## src/rtl/pll_mon_pkg.sv

```systemverilog
// Shared types and default configuration for the PLL frequency monitor.
// Defaults target a 79.5 MHz PLL checked against a 12 MHz / 512 reference toggle.
package pll_mon_pkg;

    typedef enum logic [1:0] {
        WAIT_FIRST,
        MEASURE,
        STALLED
    } mon_state_e;

    localparam int unsigned DEF_CNT_W    = 16;
    localparam int unsigned DEF_EXP_MIN  = 1680;
    localparam int unsigned DEF_EXP_MAX  = 1712;
    localparam int unsigned DEF_LOCK_REQ = 4;
    localparam int unsigned DEF_TIMEOUT  = 4095;

    // PLL output = ref * (divf + 1) / 2^divq; the toggle half-period spans 2^(ref_div_log2 - 1)
    // reference cycles, so the ratio gives the expected PLL cycles per half-period.
    function automatic int unsigned expected_half_count(
        input int unsigned divf,
        input int unsigned divq,
        input int unsigned ref_div_log2
    );
        return ((divf + 1) << (ref_div_log2 - 1)) >> divq;
    endfunction

endpackage

```

## src/rtl/pll_freq_monitor_sync_edge_detect.sv

```systemverilog
// Two-flop synchronizer plus a history flop; edge_pulse is high for one cycle after
// every change of async_in. Used for the reference toggle, buttons and UART lines.
module sync_edge_detect (
    input  logic clock,
    input  logic reset,
    input  logic async_in,
    output logic edge_pulse
);

    logic sync1_q, sync1_d;
    logic sync2_q, sync2_d;
    logic hist_q,  hist_d;

    always_comb begin
        sync1_d = async_in;
        sync2_d = sync1_q;
        hist_d  = sync2_q;
    end

    // NOTE: non-blocking assignments keep each stage one cycle behind the previous one.
    always_ff @(posedge clock) begin
        if (reset) begin
            sync1_q <= 1'b0;
            sync2_q <= 1'b0;
            hist_q  <= 1'b0;
        end else begin
            sync1_q <= sync1_d;
            sync2_q <= sync2_d;
            hist_q  <= hist_d;
        end
    end

    assign edge_pulse = sync2_q ^ hist_q;

endmodule

```

## src/rtl/pll_freq_monitor.sv

```systemverilog
// Counts PLL clock cycles per reference half-period, judges each measurement against
// the expected window, and derives a debounced lock flag and a stall flag.
module pll_freq_monitor
    import pll_mon_pkg::*;
#(
    parameter int unsigned CNT_W    = DEF_CNT_W,
    parameter int unsigned EXP_MIN  = DEF_EXP_MIN,
    parameter int unsigned EXP_MAX  = DEF_EXP_MAX,
    parameter int unsigned LOCK_REQ = DEF_LOCK_REQ,
    parameter int unsigned TIMEOUT  = DEF_TIMEOUT
) (
    input  logic             clock,
    input  logic             reset,
    input  logic             ref_toggle,
    output logic [CNT_W-1:0] meas_count,
    output logic             meas_valid,
    output logic             in_range,
    output logic             locked,
    output logic             stalled
);

    localparam int unsigned      RUN_W     = $clog2(LOCK_REQ + 1);
    localparam logic [CNT_W-1:0] EXP_MIN_C = CNT_W'(EXP_MIN);
    localparam logic [CNT_W-1:0] EXP_MAX_C = CNT_W'(EXP_MAX);
    localparam logic [CNT_W-1:0] TIMEOUT_C = CNT_W'(TIMEOUT);
    localparam logic [RUN_W-1:0] RUN_MAX   = RUN_W'(LOCK_REQ);

    logic ref_edge;

    mon_state_e       state_q,      state_d;
    logic [CNT_W-1:0] counter_q,    counter_d;
    logic [CNT_W-1:0] meas_count_q, meas_count_d;
    logic             meas_valid_q, meas_valid_d;
    logic             in_range_q,   in_range_d;
    logic             locked_q,     locked_d;
    logic             stalled_q,    stalled_d;
    logic [RUN_W-1:0] run_q,        run_d;

    logic at_timeout;
    logic meas_ok;

    sync_edge_detect u_ref_sync (
        .clock      (clock),
        .reset      (reset),
        .async_in   (ref_toggle),
        .edge_pulse (ref_edge)
    );

    always_comb begin
        counter_d = counter_q;
        if (ref_edge) begin
            counter_d = CNT_W'(1);
        end else if (counter_q != TIMEOUT_C) begin
            counter_d = counter_q + CNT_W'(1);
        end
    end

    assign at_timeout = (counter_q == TIMEOUT_C);
    assign meas_ok    = (counter_q >= EXP_MIN_C) && (counter_q <= EXP_MAX_C);

    // NOTE: every signal gets its hold value first, so no path through this block infers a latch.
    always_comb begin
        state_d      = state_q;
        meas_count_d = meas_count_q;
        meas_valid_d = 1'b0;
        in_range_d   = in_range_q;
        locked_d     = locked_q;
        stalled_d    = stalled_q;
        run_d        = run_q;

        unique case (state_q)
            WAIT_FIRST: begin
                if (ref_edge) begin
                    state_d = MEASURE;
                end
            end
            MEASURE: begin
                if (ref_edge) begin
                    meas_count_d = counter_q;
                    meas_valid_d = 1'b1;
                    in_range_d   = meas_ok;
                    if (meas_ok) begin
                        run_d    = (run_q == RUN_MAX) ? RUN_MAX : run_q + RUN_W'(1);
                        locked_d = (run_d == RUN_MAX);
                    end else begin
                        run_d    = '0;
                        locked_d = 1'b0;
                    end
                end
            end
            STALLED: begin
                if (ref_edge) begin
                    stalled_d = 1'b0;
                    state_d   = WAIT_FIRST;
                end
            end
            default: state_d = WAIT_FIRST;
        endcase

        // A reference edge arriving on the timeout cycle wins and is measured instead.
        if (!ref_edge && at_timeout && state_q != STALLED) begin
            state_d    = STALLED;
            stalled_d  = 1'b1;
            locked_d   = 1'b0;
            in_range_d = 1'b0;
            run_d      = '0;
        end
    end

    always_ff @(posedge clock) begin
        if (reset) begin
            state_q      <= WAIT_FIRST;
            counter_q    <= '0;
            meas_count_q <= '0;
            meas_valid_q <= 1'b0;
            in_range_q   <= 1'b0;
            locked_q     <= 1'b0;
            stalled_q    <= 1'b0;
            run_q        <= '0;
        end else begin
            state_q      <= state_d;
            counter_q    <= counter_d;
            meas_count_q <= meas_count_d;
            meas_valid_q <= meas_valid_d;
            in_range_q   <= in_range_d;
            locked_q     <= locked_d;
            stalled_q    <= stalled_d;
            run_q        <= run_d;
        end
    end

    assign meas_count = meas_count_q;
    assign meas_valid = meas_valid_q;
    assign in_range   = in_range_q;
    assign locked     = locked_q;
    assign stalled    = stalled_q;

endmodule

```

## config.mk

```make
export PLATFORM = sky130hd
export DESIGN_NAME = pll_freq_monitor
export DESIGN_NICKNAME = d
export VERILOG_FILES = /design/src/rtl/pll_mon_pkg.sv /design/src/rtl/pll_freq_monitor_sync_edge_detect.sv /design/src/rtl/pll_freq_monitor.sv
export SDC_FILE = /design/constraint.sdc
export NUM_CORES = 1
export LEC_CHECK = 0
export CAP_MARGIN = 20
export CORE_MARGIN = 4
export CORE_UTILIZATION = 55
export CTS_CLUSTER_DIAMETER = 150
export DETAILED_ROUTE_END_ITERATION = 10
export DONT_BUFFER_PORTS = 1
export PLACE_DENSITY = 0.67
export SETUP_SLACK_MARGIN = 0.1
export SLEW_MARGIN = 20
export SYNTH_ARGS = -nofsm -noshare
export SYNTH_HDL_FRONTEND = slang
export SYNTH_HIERARCHICAL = 1
export SYNTH_SLANG_ARGS = --single-unit
```

## constraint.sdc

```tcl
create_clock -name clock -period 2.15 [get_ports clock]
set_input_delay 0.645 -clock clock [delete_from_list [all_inputs] [get_ports clock]]
set_output_delay 0.645 -clock clock [all_outputs]
set_load 0.01 [all_outputs]
```

==> impl_metrics.json <==
{
  "setup_viol": 0,
  "hold_class": "input pin to flop",
  "cp-end-kind": "flop",
  "synth.top_cell.area_share": 0.460,
  "wl_met2_um": 1910,
  "wire_per_inst_um": 13.9,
  "comb_share": 0.481,
  "clk_share": 0.0374,
  "crit_buf_inv": 0,
  "place_congestion": 0.885,
  "p_seq_frac": 0.608,
  "cp.depth": 6,
  "finalHoldViolCount": 0,
  "syn_area_per_cell_um2": 8.37,
  "drive_gt1_frac": 0.100,
  "syn-instance-count": 229,
  "timing.final.crit_period_ps": 1850,
  "simple_gate_share": 0.305,
  "start_kind": "flop",
  "diodes": 0,
  "tritoncts": "yes",
  "worstPathRequired_ps": 2430,
  "dpl_cell_area_um2": 1960,
  "syn_area_um2": 1920,
  "synthesis.nets": 236,
  "cts_buffers": 5,
  "ys_sh_xor": 0.0503,
  "yosys-dominant-comb-family": "simple AND/OR/NAND/NOR gates",
  "stdcell_count": 276,
  "die_w_um": 67.0,
  "synthesis.yosys.warnings": 6,
  "antenna_found_initial": 0,
  "synth.mux.area_fraction": 0.00523,
  "edf_count": 0,
  "worstPathCellList": "ha_2 -> nand2_1 -> nor4_4 -> a21boi_0 -> nor2b_1 -> nor3_1",
  "fin_crit_sh": 0.862,
  "whs_endpoint": "meas_count[3]",
  "cellLeakagePower_nw": 0.688,
  "worstPathMaxFanout": 7,
  "n_all_inverters": 6,
  "tool_warnings": 28,
  "cts_max_level": 2,
  "clock_power_share": 0.360,
  "grt_pass1_vias": 1431,
  "slowest_delay_ps": 490,
  "powerSeq_mw": 0.837,
  "crit_family": "simple AND/OR/NAND/NOR gates",
  "buffers": 3,
  "firstDrtPassIters": 4,
  "critPathKind": "flop to flop",
  "rsz0062_at_grt": "no",
  "layout_top_cell": "nand2_1",
  "fa_ha_area_frac": 0.0261,
  "route.detailed.drc": 0,
  "fin_tns_setup_ps": 0,
  "skew_ps": 8.99,
  "clk_latency_ps": 350,
  "rows": 21,
  "drt-met1-wl_um": 1720,
  "fillers": 312,
  "tightest_slew_ps": 405,
  "drv_cap": 0,
  "cts_setup_buffers": 0,
  "ff_type": "dfxtp_1",
  "power.total_mw": 1.38,
  "yosys-top-cells-count": "53 x nand2_1, 44 x dfxtp_1, 28 x a21oi_1",
  "status": "complete, no violations",
  "power_density_nw_per_um2": 675,
  "final_layout_top_logic_cells": "53 x nand2_1, 44 x dfxtp_1, 28 x a21oi_1, 19 x nor2_1, 7 x nand3_1",
  "ff_count": 44,
  "layout.nets": 236,
  "p_int_mw": 1.08,
  "via_per_inst": 5.50,
  "hold_start": "reset",
  "area_leaders": "dfxtp_1 46%, nand2_1 10%, a21oi_1 7.3%",
  "hold_depth": 1,
  "die_y_um": 67.0,
  "slowest_stage": "dfxtp_1",
  "top_cell": "nand2_1",
  "worstPathArrival_ps": 2130,
  "yosysCellCount": 229,
  "p_comb_mw": 0.0454,
  "grt_pass1_wl_um": 6470
}
**Routing congestion**

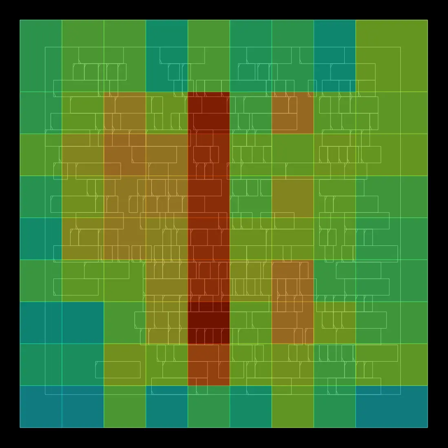
Top Usage Layer GRT: met2
GR Util met3: 0.0556
All-Layer GR Usage: 0.192
met2 Use GR: 0.325

**The metal 1 layer**

Supply wires on this layer in grey.
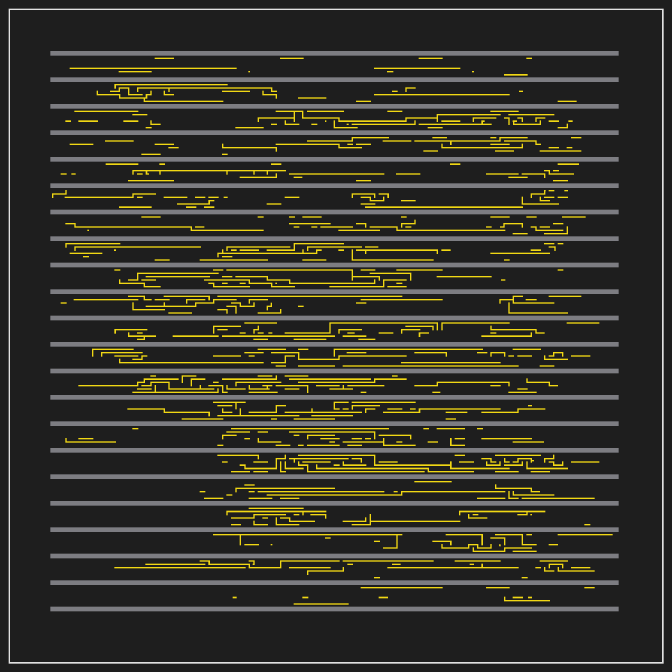
longest straight run = 19.3 um
share of all routed wire = 45%
wire length on this layer = 1720 um
vias: 1519
DRT Wirelength: 3840 um
M1 GR Usage: 0.232

**Cell classes on the final placement**

The bar under the picture is 20 um long. Fill, decap, tap and diode cells in grey.
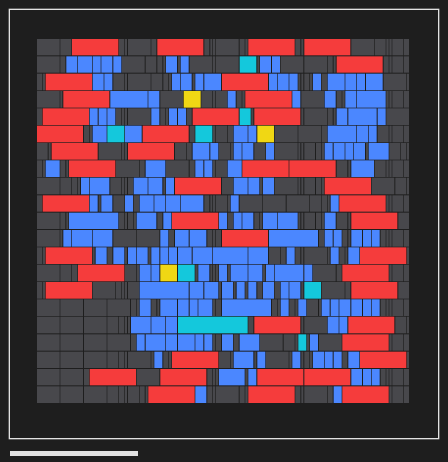
sequential cells -> red  # cells 44
remaining logic cells -> blue  # cells 175
remaining buffers and delay cells -> yellow  # cells 3
clock drivers and dummy loads -> cyan  # cells 8
Final Util: 0.612
Seq area share: 0.431
fin area: 2040 um2
Core Footprint: 3340 um2

**Nets reached from selected ports**

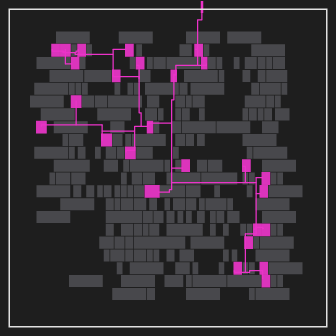
`reset` -> magenta  # bits 1, direction input, edge north, end cells 26, buffers 0, wire 203 um
I/O Pins: 23
port bufs: 0

**Local utilization**

7 x 7 tiles, from white (low) to dark blue (high), 0 to 100% covered.
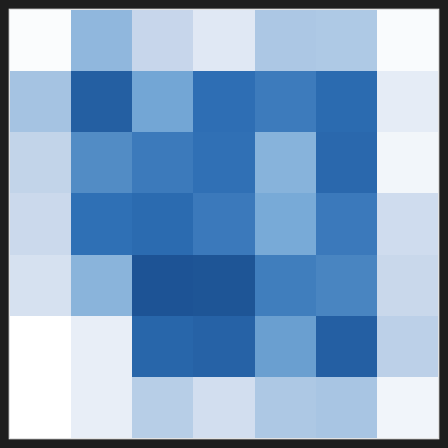
fullest tile = 86%
tiles over 75% full = 18%
densest ninth of the die = centre
nearly empty tiles = 4.1%
mean over tiles = 44%
emptiest ninth of the die = south-west
starting density of the core: 0.574

